Fig. 1: the metal 1 layer
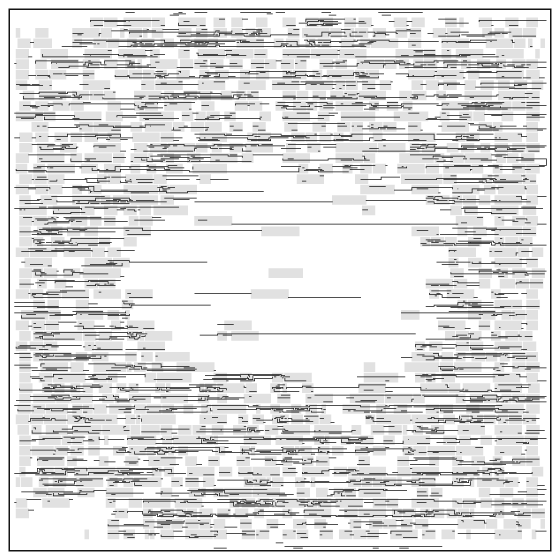
Fig. 2: the metal 2 layer
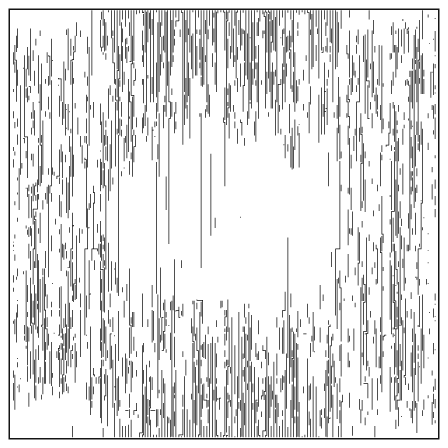
Fig. 3: the metal 4 layer
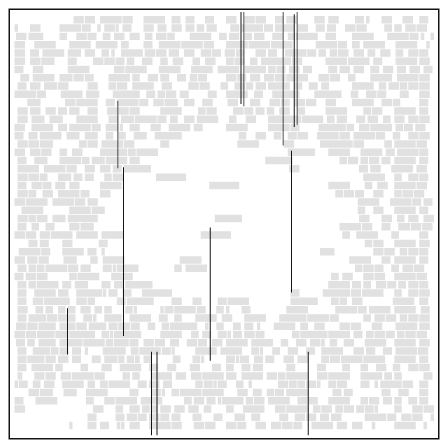
Fig. 4: routing congestion map
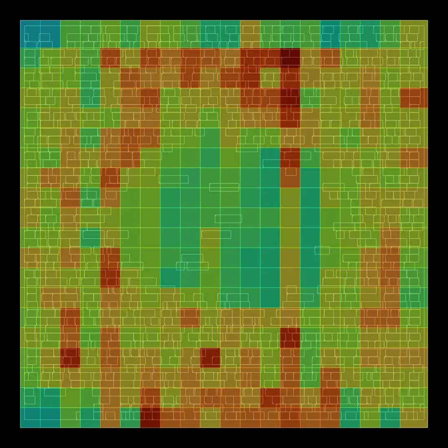
File: src/rtl/id_ex_stage.sv
`default_nettype none
// ============================================================================
// Module   : id_ex_stage
// Purpose  : ID/EX pipeline register for a MIPS-style five-stage pipeline.
//            Captures decode control, operands, immediate, return address and
//            register specifiers. Detects load-use hazards against the
//            instruction currently in EX and inserts a single bubble. Flush
//            squashes the incoming instruction, and Hold freezes the stage.
// Ports    : Clk, Rst_n (synchronous, active low)
//            Ctrl_ID[20:0], ReadData1_ID, ReadData2_ID, Imm_ID, PCPlus4_ID,
//            Rs_ID, Rt_ID, Rd_ID, Valid_ID, Flush, Hold        (inputs)
//            Ctrl_EX[20:0], ReadData1_EX, ReadData2_EX, Imm_EX, PCPlus4_EX,
//            Rs_EX, Rt_EX, Rd_EX, Valid_EX                     (registered)
//            LoadUseStall (combinational), BubbleCount[15:0]
// Options  : ID_EX_PERF_EN -- when defined, BubbleCount is a saturating
//            count of bubbles loaded. When undefined it is tied to zero.
// Revision : 1.0 - initial release
// ============================================================================
module id_ex_stage (
  input  logic        Clk,
  input  logic        Rst_n,
  input  logic [20:0] Ctrl_ID,
  input  logic [31:0] ReadData1_ID,
  input  logic [31:0] ReadData2_ID,
  input  logic [31:0] Imm_ID,
  input  logic [31:0] PCPlus4_ID,
  input  logic [4:0]  Rs_ID,
  input  logic [4:0]  Rt_ID,
  input  logic [4:0]  Rd_ID,
  input  logic        Valid_ID,
  input  logic        Flush,
  input  logic        Hold,
  output logic [20:0] Ctrl_EX,
  output logic [31:0] ReadData1_EX,
  output logic [31:0] ReadData2_EX,
  output logic [31:0] Imm_EX,
  output logic [31:0] PCPlus4_EX,
  output logic [4:0]  Rs_EX,
  output logic [4:0]  Rt_EX,
  output logic [4:0]  Rd_EX,
  output logic        Valid_EX,
  output logic        LoadUseStall,
  output logic [15:0] BubbleCount
);

  // MemRead position inside the control bundle
  localparam int unsigned C_MEMREAD_BIT = 10;

  logic [20:0] ctrl_q, ctrl_d;
  logic [31:0] rd1_q, rd1_d;
  logic [31:0] rd2_q, rd2_d;
  logic [31:0] imm_q, imm_d;
  logic [31:0] pc4_q, pc4_d;
  logic [4:0]  rs_q, rs_d;
  logic [4:0]  rt_q, rt_d;
  logic [4:0]  rd_q, rd_d;
  logic        valid_q, valid_d;

  logic        w_load_use;
  logic        w_bubble;

  // A load in EX whose destination is read by the decoding instruction.
  // Destination $zero never carries a real value, so it never stalls.
  assign w_load_use = valid_q & ctrl_q[C_MEMREAD_BIT] & (rt_q != 5'd0) &
                      ((rt_q == Rs_ID) | (rt_q == Rt_ID)) & Valid_ID & ~Hold;

  always_comb begin
    ctrl_d   = ctrl_q;
    rd1_d    = rd1_q;
    rd2_d    = rd2_q;
    imm_d    = imm_q;
    pc4_d    = pc4_q;
    rs_d     = rs_q;
    rt_d     = rt_q;
    rd_d     = rd_q;
    valid_d  = valid_q;
    w_bubble = 1'b0;

    // Flush outranks Hold so a squash is never lost while EX is busy.
    if (Flush) begin
      w_bubble = 1'b1;
    end else if (Hold) begin
      w_bubble = 1'b0;
    end else if (w_load_use) begin
      w_bubble = 1'b1;
    end else begin
      ctrl_d  = Valid_ID ? Ctrl_ID : 21'd0;
      rd1_d   = ReadData1_ID;
      rd2_d   = ReadData2_ID;
      imm_d   = Imm_ID;
      pc4_d   = PCPlus4_ID;
      rs_d    = Rs_ID;
      rt_d    = Rt_ID;
      rd_d    = Rd_ID;
      valid_d = Valid_ID;
    end

    // An all-zero bubble has no write, memory, branch or link side effect,
    // and Valid_EX = 0 means it cannot retrigger the load-use check.
    if (w_bubble) begin
      ctrl_d  = 21'd0;
      rd1_d   = 32'd0;
      rd2_d   = 32'd0;
      imm_d   = 32'd0;
      pc4_d   = 32'd0;
      rs_d    = 5'd0;
      rt_d    = 5'd0;
      rd_d    = 5'd0;
      valid_d = 1'b0;
    end
  end

  always_ff @(posedge Clk) begin
    if (!Rst_n) begin
      ctrl_q  <= 21'd0;
      rd1_q   <= 32'd0;
      rd2_q   <= 32'd0;
      imm_q   <= 32'd0;
      pc4_q   <= 32'd0;
      rs_q    <= 5'd0;
      rt_q    <= 5'd0;
      rd_q    <= 5'd0;
      valid_q <= 1'b0;
    end else begin
      ctrl_q  <= ctrl_d;
      rd1_q   <= rd1_d;
      rd2_q   <= rd2_d;
      imm_q   <= imm_d;
      pc4_q   <= pc4_d;
      rs_q    <= rs_d;
      rt_q    <= rt_d;
      rd_q    <= rd_d;
      valid_q <= valid_d;
    end
  end

`ifdef ID_EX_PERF_EN
  logic [15:0] bub_cnt_q, bub_cnt_d;

  always_comb begin
    bub_cnt_d = bub_cnt_q;
    if (w_bubble && (bub_cnt_q != 16'hFFFF)) begin
      bub_cnt_d = bub_cnt_q + 16'd1;
    end
  end

  always_ff @(posedge Clk) begin
    if (!Rst_n) begin
      bub_cnt_q <= 16'd0;
    end else begin
      bub_cnt_q <= bub_cnt_d;
    end
  end

  assign BubbleCount = bub_cnt_q;
`else
  assign BubbleCount = 16'h0000;
`endif

  assign Ctrl_EX      = ctrl_q;
  assign ReadData1_EX = rd1_q;
  assign ReadData2_EX = rd2_q;
  assign Imm_EX       = imm_q;
  assign PCPlus4_EX   = pc4_q;
  assign Rs_EX        = rs_q;
  assign Rt_EX        = rt_q;
  assign Rd_EX        = rd_q;
  assign Valid_EX     = valid_q;
  assign LoadUseStall = w_load_use;

endmodule
`default_nettype wire

File: config.mk
export PLATFORM = sky130hd
export DESIGN_NAME = id_ex_stage
export DESIGN_NICKNAME = d
export VERILOG_FILES = /design/src/rtl/id_ex_stage.sv
export SDC_FILE = /design/constraint.sdc
export NUM_CORES = 1
export LEC_CHECK = 0
export ABC_CLOCK_PERIOD_IN_PS = 1700
export CAP_MARGIN = 20
export CORE_MARGIN = 1
export CORE_UTILIZATION = 37
export DETAILED_ROUTE_END_ITERATION = 8
export PLACE_DENSITY = 0.78
export REMOVE_ABC_BUFFERS = 1
export SLEW_MARGIN = 20
export SYNTH_ARGS = -nofsm -noshare
export SYNTH_HDL_FRONTEND = slang
export SYNTH_SLANG_ARGS = --single-unit
File: constraint.sdc
create_clock -name Clk -period 1.7 [get_ports Clk]
set_input_delay 0.425 -clock Clk [delete_from_list [all_inputs] [get_ports Clk]]
set_output_delay 0.425 -clock Clk [all_outputs]
set_load 0.02 [all_outputs]
==> results.txt <==
The full implementation flow was run.

The non-filler instance count after layout stands at ~1,200. The layout report gives the register share of total cell area as 29.8%. The Yosys step of the flow raised 0 warnings. The flow reports that combinational logic draws 15.2% of the design power. In this design, the largest share of critical-path delay is due to flip-flops. The total wirelength of the detailed-routed design stands at 21.9 mm. The final hold violation count stands at 0.

The global placement routability congestion stands at 0.780. In the finished design the tool counted flip-flops and latches totalling 165. In this run switching power makes up 25.7% of total power. OpenSTA lists the critical path endpoint as LoadUseStall. Per the detail_route report, vias per standard cell equal 5.16.

The final critical-path share of the clock period stands at 118%. The launch point of the worst register-to-register path is recorded as Rt_EX[4]. The count of multi-input gates stands at 387. The violation tally recorded at the end of detailed-routing iteration 0 is about 230. The number of buffers other than clock buffers in the final layout stands at 363.

The die area stands at 19,800 um2. The worst stage delay on the critical path stands at 0.37 ns. The top cell type in the final layout, fill and taps aside, is sky130_fd_sc_hd__dlygate4sd2_1. The tap cell instance count stands at 234. The die span in x stands at 141 um. The quantity of hold-fixing buffers added after cts stands at 0. The final timing report derives a shortest allowable period of 2.00 ns. The worst path required time stands at about 1.3 ns. The final reports fail on negative setup slack.

The H-tree was split into 4 levels. The y dimension of the die stands at 141 um. After detailed placement, the design holds a cell count of 1,145. The placeable core area stands at 18,800 um2. The reported net switching power stands at 2410 uW. Setup violations remaining at the end of the flow were counted as 142. In this run the worst hold path is classified as reg -> reg. The post-layout worst setup margin stands at -0.303 ns. Per the hold report, the tightest min-delay path originates at Ctrl_EX[15]. Synthesis instantiated 24 different standard cells from the library. The endpoint identified for the worst register-to-register timing path is Imm_EX[14]. The overall fraction of global-route tracks in use stands at 21.6%. The final-layout fill cell count stands at 1,660. The maximum count of clock buffers along a single path stands at 2. The area of the multi-input gates stands at 3380 um2.

The placement row count stands at roughly 50. Across all register-to-register paths, the minimum setup slack is -0.24 ns. The flow ran to the end, but the final reports show violations. The synthesized netlist cell count stands at between 600 and 700. For hold timing, the worst endpoint is Ctrl_EX[15]. The library cells used most frequently in the layout, excluding fill and tap cells, are sky130_fd_sc_hd__dlygate4sd2_1, sky130_fd_sc_hd__dfxtp_1, sky130_fd_sc_hd__clkdlybuf4s50_1, sky130_fd_sc_hd__mux2i_1, sky130_fd_sc_hd__a211oi_1.

The internal power of the cells totals 6950 uW. The worst setup path is launched from a flop.
Back to the opening pictures, Fig. 1:
share of all routed wire: 43%
main direction: horizontal
nets with wire on the layer: 958
longest straight run: 58.9 um
wire length on this layer: 9,430 um

Back to the opening pictures, Fig. 2:
wire length on this layer: 10,500 um
nets with wire on the layer: 957
main direction: vertical

Back to the opening pictures, Fig. 3:
share of all routed wire: 2.0%
wire length on this layer: 441 um
longest straight run: 55.1 um
main direction: vertical
nets with wire on the layer: 11

Back to the opening pictures, Fig. 4:
grt met1 use: 26.1%
met2 layer usage reported by global route: 36.6%
Most Used Layer, Global Route: met2
wire length per cell: 18.6 um
Post-Route Utilization: 59.2%

power groups by stage:
stage / combinational, uW / clock (uW) / sequential, uW
finish: 1420 / 3890 / 4050
detailed placement: 1480 / 0 / 4140
global route: 1510 / 4130 / 4060
CTS: 1420 / 3970 / 4050
global placement: 1470 / 0 / 4140
floorplan: 448 / 0 / 4290
per-layer routing:
layer	vias up	GRT usage, %	part of all wire [%]
li1	2959	-	-
met1	2870	26.1	43
met2	230	36.6	48
met3	31	6.32	7.3
met4	0	7.61	2.0
met5	-	0	0
state kept, by name, indices dropped and copies added (netlist names):
signal / cells
Valid_EX: 1
PCPlus4_EX: 32
Ctrl_EX: 21
Rd_EX: 5
Rt_EX: 5
ReadData1_EX: 32
Imm_EX: 32
ReadData2_EX: 32
Rs_EX: 5
through the flow:
step	util (%)	worst slack (ns)	setup TNS, ns	total power (uW)
after detailed placement	56.1	-1.07	-156.32	5610
after global placement	56.1	-1.07	-154.06	5600
after floorplan	-	-3.80	-571.04	4730
after global routing	59.2	-0.339	-37.04	9700
after CTS	59.0	-0.284	-21.24	9440
final	59.2	-0.303	-28.28	9360
Yosys cell counts:
cell type | number | area [um2]
sky130_fd_sc_hd__dfxtp_1 | 165 | 3300
sky130_fd_sc_hd__buf_6 | 16 | 180
sky130_fd_sc_hd__xnor2_1 | 10 | 87.6
sky130_fd_sc_hd__nand2b_1 | 1 | 6.26
sky130_fd_sc_hd__nand3_1 | 2 | 10.0
sky130_fd_sc_hd__nand4b_1 | 1 | 8.76
sky130_fd_sc_hd__buf_2 | 35 | 175
sky130_fd_sc_hd__nand3b_1 | 19 | 143
sky130_fd_sc_hd__nor2_1 | 1 | 3.75
sky130_fd_sc_hd__a22oi_1 | 2 | 15.0
sky130_fd_sc_hd__a211oi_1 | 119 | 893
sky130_fd_sc_hd__o22ai_2 | 1 | 12.5
sky130_fd_sc_hd__nor3_1 | 1 | 5.00
sky130_fd_sc_hd__and2_1 | 1 | 6.26
sky130_fd_sc_hd__nor2b_1 | 1 | 6.26
sky130_fd_sc_hd__clkbuf_1 | 26 | 97.6
sky130_fd_sc_hd__buf_4 | 16 | 120
sky130_fd_sc_hd__a21oi_2 | 1 | 8.76
sky130_fd_sc_hd__a21oi_1 | 1 | 5.00
sky130_fd_sc_hd__mux2i_1 | 143 | 1430
sky130_fd_sc_hd__nand2_1 | 21 | 78.8
sky130_fd_sc_hd__a211oi_2 | 27 | 338
sky130_fd_sc_hd__a221oi_1 | 19 | 166
sky130_fd_sc_hd__conb_1 | 1 | 3.75
worst reg2reg max path, cell delays in order, from the launching register on:
cell and delay (ns):
sky130_fd_sc_hd__dfxtp_4 0.37, sky130_fd_sc_hd__xnor2_2 0.16, sky130_fd_sc_hd__nand3_2 0.12, sky130_fd_sc_hd__o22ai_4 0.17, sky130_fd_sc_hd__buf_4 0.41, sky130_fd_sc_hd__buf_16 0.38, sky130_fd_sc_hd__a211oi_1 0.19
cell families (layout without fill, tap and decap cells):
logic type	count (synthesis)	count (layout)	synth area share [%]
other cells	1	16	0.0528
compound gates	170	170	20.2
buf+inv	93	395	8.06
flops	165	165	46.5
simple gates	48	48	3.77
xor+xnor	10	10	1.23
mux	143	143	20.1
No activity file was given, so power comes from the tool's default toggle rates.
